$ cat config.mk
export PLATFORM = sky130hd
export DESIGN_NAME = onehot_mux_reg
export DESIGN_NICKNAME = d
export VERILOG_FILES = /design/src/rtl/onehot_pkg.sv /design/src/rtl/onehot_enc.sv /design/src/rtl/onehot_mux_reg.sv
export SDC_FILE = /design/constraint.sdc
export NUM_CORES = 1
export LEC_CHECK = 0
export CAP_MARGIN = 25
export CORE_MARGIN = 4
export CORE_UTILIZATION = 31
export DETAILED_ROUTE_END_ITERATION = 6
export HOLD_SLACK_MARGIN = 0.03
export PLACE_DENSITY_LB_ADDON = 0.25
export REMOVE_ABC_BUFFERS = 1
export SLEW_MARGIN = 20
export SYNTH_ARGS = -nofsm -noshare
export SYNTH_HDL_FRONTEND = slang
export SYNTH_HIERARCHICAL = 1
export SYNTH_SLANG_ARGS = --single-unit
$ cat constraint.sdc
create_clock -name clk -period 1.8 [get_ports clk]
set_input_delay 0.18 -clock clk [delete_from_list [all_inputs] [get_ports clk]]
set_output_delay 0.18 -clock clk [all_outputs]
set_load 0.05 [all_outputs]
$ cat src/rtl/onehot_pkg.sv
// Shared definitions for the one-hot mux register.
//   clog2     : ceiling log2, used to size the channel index
//   ERR_CNT_W : width of the saturating rejected-select counter
//   out_state_e : output-register occupancy (EMPTY / FULL)
package onehot_pkg;

  localparam int unsigned ERR_CNT_W = 8;

  typedef enum logic [0:0] {
    EMPTY = 1'b0,
    FULL  = 1'b1
  } out_state_e;

  function automatic int unsigned clog2(input int unsigned value);
    int unsigned r;
    r = 0;
    for (int i = 0; i < 32; i++) begin
      if ((64'd1 << i) < 64'(value)) r = i + 1;
    end
    return r;
  endfunction

endpackage

$ cat src/rtl/onehot_enc.sv
// One-hot to binary encoder with legality check.
//   sel_i       : N-bit select, expected one-hot
//   index_o     : encoded index (MSB_FIRST=1: bit N-1 -> 0; else bit 0 -> 0)
//   onehot_ok_o : high when exactly one bit of sel_i is set
module onehot_enc
  import onehot_pkg::*;
#(
  parameter int unsigned N         = 4,
  parameter bit          MSB_FIRST = 1'b1,
  localparam int unsigned IW       = clog2(N)
) (
  input  logic [N-1:0]  sel_i,
  output logic [IW-1:0] index_o,
  output logic          onehot_ok_o
);

  // OR-reduction encoder: exact for legal one-hot input, don't-care otherwise
  // because illegal selects never load the output.
  always_comb begin
    index_o = '0;
    for (int k = 0; k < int'(N); k++) begin
      if (sel_i[k]) begin
        index_o = index_o | (MSB_FIRST ? IW'(int'(N) - 1 - k) : IW'(k));
      end
    end
  end

  // Non-zero and clearing the lowest set bit leaves nothing.
  always_comb begin
    onehot_ok_o = (sel_i != '0) && ((sel_i & (sel_i - 1'b1)) == '0);
  end

endmodule

$ cat src/rtl/onehot_mux_reg.sv
// Registered one-hot multiplexer with valid/ready handshake and error tracking.
//   clk, rst_n          : clock, asynchronous active-low reset
//   in_data, sel        : N channels of W bits, one-hot channel select
//   in_valid / in_ready : input handshake (in_ready = !out_valid || out_ready)
//   out_data, out_index : selected channel data and its encoded index
//   out_valid/out_ready : output handshake, single register stage
//   err_clr             : synchronous clear of the error status
//   err_sticky          : set by any rejected (zero or multi-hot) select
//   err_count           : saturating count of rejected selects
module onehot_mux_reg
  import onehot_pkg::*;
#(
  parameter int unsigned N         = 4,
  parameter int unsigned W         = 1,
  parameter bit          MSB_FIRST = 1'b1,
  localparam int unsigned IW       = clog2(N)
) (
  input  logic                 clk,
  input  logic                 rst_n,
  input  logic [N*W-1:0]       in_data,
  input  logic [N-1:0]         sel,
  input  logic                 in_valid,
  output logic                 in_ready,
  output logic [W-1:0]         out_data,
  output logic [IW-1:0]        out_index,
  output logic                 out_valid,
  input  logic                 out_ready,
  input  logic                 err_clr,
  output logic                 err_sticky,
  output logic [ERR_CNT_W-1:0] err_count
);

  out_state_e           state_q, state_d;
  logic [W-1:0]         data_q, data_d;
  logic [IW-1:0]        index_q, index_d;
  logic                 err_sticky_q, err_sticky_d;
  logic [ERR_CNT_W-1:0] err_count_q, err_count_d;
  logic [ERR_CNT_W-1:0] err_base;

  logic [IW-1:0] enc_index;
  logic          onehot_ok;
  logic [W-1:0]  mux_data;
  logic          in_xfer, out_xfer, good_xfer, bad_xfer;

  onehot_enc #(
    .N         (N),
    .MSB_FIRST (MSB_FIRST)
  ) u_enc (
    .sel_i       (sel),
    .index_o     (enc_index),
    .onehot_ok_o (onehot_ok)
  );

  // AND-OR mux keyed directly on the physical select bit.
  always_comb begin
    mux_data = '0;
    for (int k = 0; k < int'(N); k++) begin
      if (sel[k]) mux_data = mux_data | in_data[k*W +: W];
    end
  end

  assign in_xfer   = in_valid && in_ready;
  assign out_xfer  = out_valid && out_ready;
  assign good_xfer = in_xfer && onehot_ok;
  assign bad_xfer  = in_xfer && !onehot_ok;

  // State register
  always_ff @(posedge clk or negedge rst_n) begin
    if (!rst_n) begin
      state_q <= EMPTY;
    end else begin
      state_q <= state_d;
    end
  end

  // Next-state logic; a rejected beat never refills the register.
  always_comb begin
    state_d = state_q;
    unique case (state_q)
      EMPTY: if (good_xfer) state_d = FULL;
      FULL: begin
        if (good_xfer)     state_d = FULL;
        else if (out_xfer) state_d = EMPTY;
      end
      default: state_d = EMPTY;
    endcase
  end

  // Output logic
  always_comb begin
    out_valid = (state_q == FULL);
    in_ready  = !out_valid || out_ready;
  end

  always_comb begin
    data_d  = data_q;
    index_d = index_q;
    if (good_xfer) begin
      data_d  = mux_data;
      index_d = enc_index;
    end
  end

  // Clear applies first so a same-cycle rejected beat still registers.
  always_comb begin
    err_base     = err_clr ? '0 : err_count_q;
    err_sticky_d = err_clr ? 1'b0 : err_sticky_q;
    err_count_d  = err_base;
    if (bad_xfer) begin
      err_sticky_d = 1'b1;
      if (err_base != '1) err_count_d = err_base + 1'b1;
    end
  end

  always_ff @(posedge clk or negedge rst_n) begin
    if (!rst_n) begin
      data_q       <= '0;
      index_q      <= '0;
      err_sticky_q <= 1'b0;
      err_count_q  <= '0;
    end else begin
      data_q       <= data_d;
      index_q      <= index_d;
      err_sticky_q <= err_sticky_d;
      err_count_q  <= err_count_d;
    end
  end

  assign out_data   = data_q;
  assign out_index  = index_q;
  assign err_sticky = err_sticky_q;
  assign err_count  = err_count_q;

endmodule
Fig. 1: routed metal, one color a layer
Bar = 20 um.
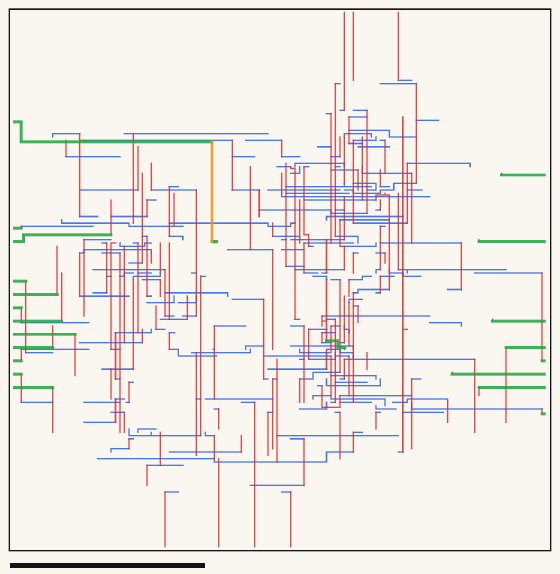
orange -> metal 4  # wire length 10.2 um
blue -> metal 1  # wire length 694 um
red -> metal 2  # wire length 741 um
green -> metal 3  # wire length 99.5 um
GRT Util Overall: 11.0%
wire per inst: 12.4 um
Detailed Route WL: 1540 um

Fig. 2: cell area per tile
The die is cut into 11 by 11 equal tiles; dark blue is low, red is high, 0 to 100% covered.
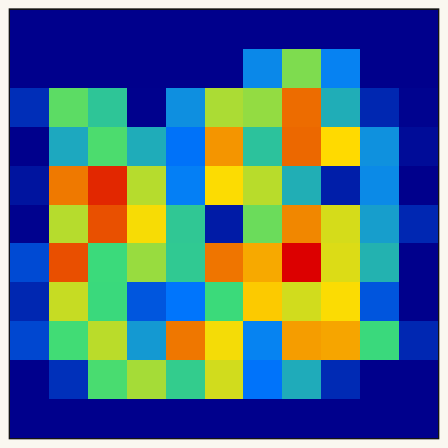
mean over tiles = 33%
fullest tile = 100%
tiles over 75% full = 13%
nearly empty tiles = 33%
Layout Utilization: 51.2%
Placeable Area: 2040 um2
Initial Utilization: 34.0%

==> impl_metrics.py <==
# Generated from Yosys and OpenROAD reports
metrics = {
    "die": {
        "top_level_ports": 27,
        "placement_rows": 16,
        "fp.dieH_um": 55.3,
        "full_die_area_um2": 3060,
    },
    "drt": {
        "met1_wire_length_um": 693,
        "drt_first_iter_violations": 5,
        "via_per_inst": 5.06,
        "drt_pre_antenna_iters": 4,
        "met2RoutedLength_um": 741,
        "highest-signal-layer": "met4",
        "met3_length_um": 99,
        "routed_antenna_nets": 0,
    },
    "worst_hold_path": {
        "hold_path_class": "in -> async",
    },
    "flow_run": {
        "log.warning_count": 25,
        "timing.max_cap.violations": 0,
    },
    "layout": {
        "post_route_cells_drive_above_1_share_pct": 21.4,
        "nNetsFinal": 112,
        "instances_no_fill": 125,
        "mostFrequentLayoutCell": "sky130_fd_sc_hd__clkdlybuf4s50_1",
        "n_antenna_cell": 0,
    },
    "synth": {
        "yosysChipArea_um2": 694,
        "synth.cell_area_um2": 694,
        "synth_cell_types": 31,
        "synth_largest_type_area_fraction_pct": 46.8,
        "synth_area_per_cell_um2": 10.9,
        "postSynthCellCount": 64,
        "netlist.top_cell.by_area": "sky130_fd_sc_hd__dfrtp_1",
        "synth-cells-yosys": 64,
        "area_leaders": "sky130_fd_sc_hd__dfrtp_1 (47%), sky130_fd_sc_hd__a31oi_1 (4.5%), sky130_fd_sc_hd__a21oi_1 (3.6%)",
        "number_of_synthesized_register_bits": 13,
        "synth.yosys.warnings": 6,
    },
    "grt": {
        "grt.met2_usage_pct": 17.9,
        "grt_antenna_before_repair": 0,
        "first_global_vias": 645,
        "first_pass_grt_wire_length_um": 2700,
        "grt_max_degree": 14,
        "gr-total-overflow": 0,
        "grt_util_met1_pct": 13.2,
    },
    "final_timing": {
        "setup_viol": 0,
        "worst_slew_pin_slew_ns": 0.594,
        "final_hold_violation_tally": 0,
        "slew_headroom_pct": 60.3,
        "layout_min_cycle_time_ns": 1.72,
        "worst_clock_skew_ns": 0.00335,
        "finalCritPeriodShare_pct": 95.7,
        "holdWs_ns": 0.284,
        "max_freq_ghz": 0.581,
    },
    "critical_path": {
        "cp_max_fo": 7,
        "cp.buffers_inverters": 1,
        "worst-endpoint-required_ns": 1.62,
        "cp-startpoint": "err_count[3]",
        "cpMaxStageDelayCell": "sky130_fd_sc_hd__clkdlybuf4s50_1",
        "timing.critical_path.from_type": "flip-flop",
        "setup.worst_path.end_class": "output pin",
        "worstPathCellList": "clkdlybuf4s50_1",
        "crit_family": "buffers and inverters",
        "timing_worst_setup_path_type": "reg -> out",
        "timing.rr.start": "out_valid",
    },
    "status": {
        "run_status": "complete, no violations",
    },
    "clock_network": {
        "ctsRootBufferMaster": "sky130_fd_sc_hd__clkbuf_4",
        "cts-root-to-sink-buffers": 2,
        "tritoncts_clock_tree": "done",
        "cts_made_buffers": 3,
        "cts_sinks": 13,
        "cts_max_level": 1,
        "count_of_hold_buffers_inserted_by_post_cts_repair": 0,
        "clkTransAtPathRegs_ns": 0.08,
        "postCtsSetupBuffers": 0,
        "cts-resized-gates": 4,
    },
    "power": {
        "peakVddDrop_mv": 0.497,
        "pwr_density_cell_nw_per_um2": 779,
    },
    "placement": {
        "dp_cells": 121,
        "place_hpwl_um": 1210,
        "routabilityCongestion": 0.745,
        "port-buffer-count": 26,
    },
}
Fig. 3: routing congestion map
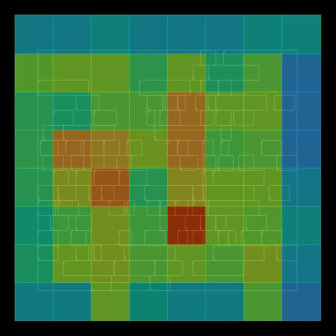
global routing met3 resource utilization: 3.03%
layer with the highest usage: met2

-- cells by family after synthesis --
kind of cell	synth area share (%)
AND-OR/OR-AND	17.3
AND/OR/NAND/NOR	28.1
buffers and inverters	3.24
flip-flops	46.8
XOR/XNOR	1.26
multiplexers	3.24
-- synth_stat cells --
| cell type | count |
|---|---|
| sky130_fd_sc_hd__a311oi_1 | 1 |
| sky130_fd_sc_hd__and4b_1 | 2 |
| sky130_fd_sc_hd__nand2_2 | 1 |
| sky130_fd_sc_hd__or2_2 | 1 |
| sky130_fd_sc_hd__buf_6 | 1 |
| sky130_fd_sc_hd__a31oi_1 | 5 |
| sky130_fd_sc_hd__o211ai_2 | 1 |
| sky130_fd_sc_hd__mux2_2 | 1 |
| sky130_fd_sc_hd__nor4b_4 | 1 |
| sky130_fd_sc_hd__and2_1 | 1 |
| sky130_fd_sc_hd__nand2_1 | 1 |
| sky130_fd_sc_hd__nand2b_4 | 1 |
| sky130_fd_sc_hd__a21oi_1 | 5 |
| sky130_fd_sc_hd__dfrtp_1 | 13 |
| sky130_fd_sc_hd__or2_1 | 2 |
| sky130_fd_sc_hd__a22oi_1 | 2 |
| sky130_fd_sc_hd__nand2b_1 | 1 |
| sky130_fd_sc_hd__clkbuf_1 | 1 |
| sky130_fd_sc_hd__or2b_1 | 1 |
| sky130_fd_sc_hd__a211oi_1 | 3 |
| sky130_fd_sc_hd__o21ai_0 | 1 |
| sky130_fd_sc_hd__nand3_1 | 1 |
| sky130_fd_sc_hd__or4b_2 | 2 |
| sky130_fd_sc_hd__xnor2_1 | 1 |
| sky130_fd_sc_hd__nor2_1 | 4 |
| sky130_fd_sc_hd__mux2_1 | 1 |
| sky130_fd_sc_hd__inv_1 | 2 |
| sky130_fd_sc_hd__nor2b_4 | 1 |
| sky130_fd_sc_hd__nor3_1 | 4 |
| sky130_fd_sc_hd__and4_1 | 1 |
| sky130_fd_sc_hd__and3_1 | 1 |
-- sequential cells by signal, summed over array words and instances (netlist names) --
register    cells
err_sticky      1
out_data        1
out_index       2
err_count       8
out_valid       1
-- final timing paths --
check / cells past startpoint / slack (ns) / endpoint
worst max-delay path: 1 / 0.08 / err_count[3]
worst min-delay path: 1 / 0.28 / err_count[5]
worst max register to register: 4 / 0.30 / err_count[5]
worst min register to register: 1 / 0.50 / out_index[0]
max in group asynchronous: 1 / 1.13 / err_count[3]
min in group clk: 3 / 0.44 / out_index[0]
-- area by class of cell --
type / count / area, um2
fill: 218 / 997
multi-input combinational: 47 / 347
sequential: 13 / 325
timing repair buffer: 32 / 305
tap: 27 / 33.8
clock buffer: 4 / 26.3
inverter: 2 / 7.51
-- power by group --
| group | switching, uW | internal [uW] | total, uW |
|---|---|---|---|
| combinational | 175 | 120 | 295 |
| clock | 90.5 | 85.6 | 176 |
| sequential | 21.0 | 322 | 343 |
-- through the flow --
step	power [uW]	utilization (%)	worst slack, ns	cell area (um2)	TNS [ns]
2_1_floorplan	518	-	-0.0582	679	-0.136
3_3_place_gp	647	50.1	-0.308	1020	-2.93
3_5_place_dp	648	50.1	-0.342	1020	-3.37
4_1_cts	828	51.2	0.0554	1040	0
5_1_grt	867	51.2	0.0139	1040	0
6_report	814	51.2	0.0777	1040	0
Power is estimated from default activity; no workload was simulated.
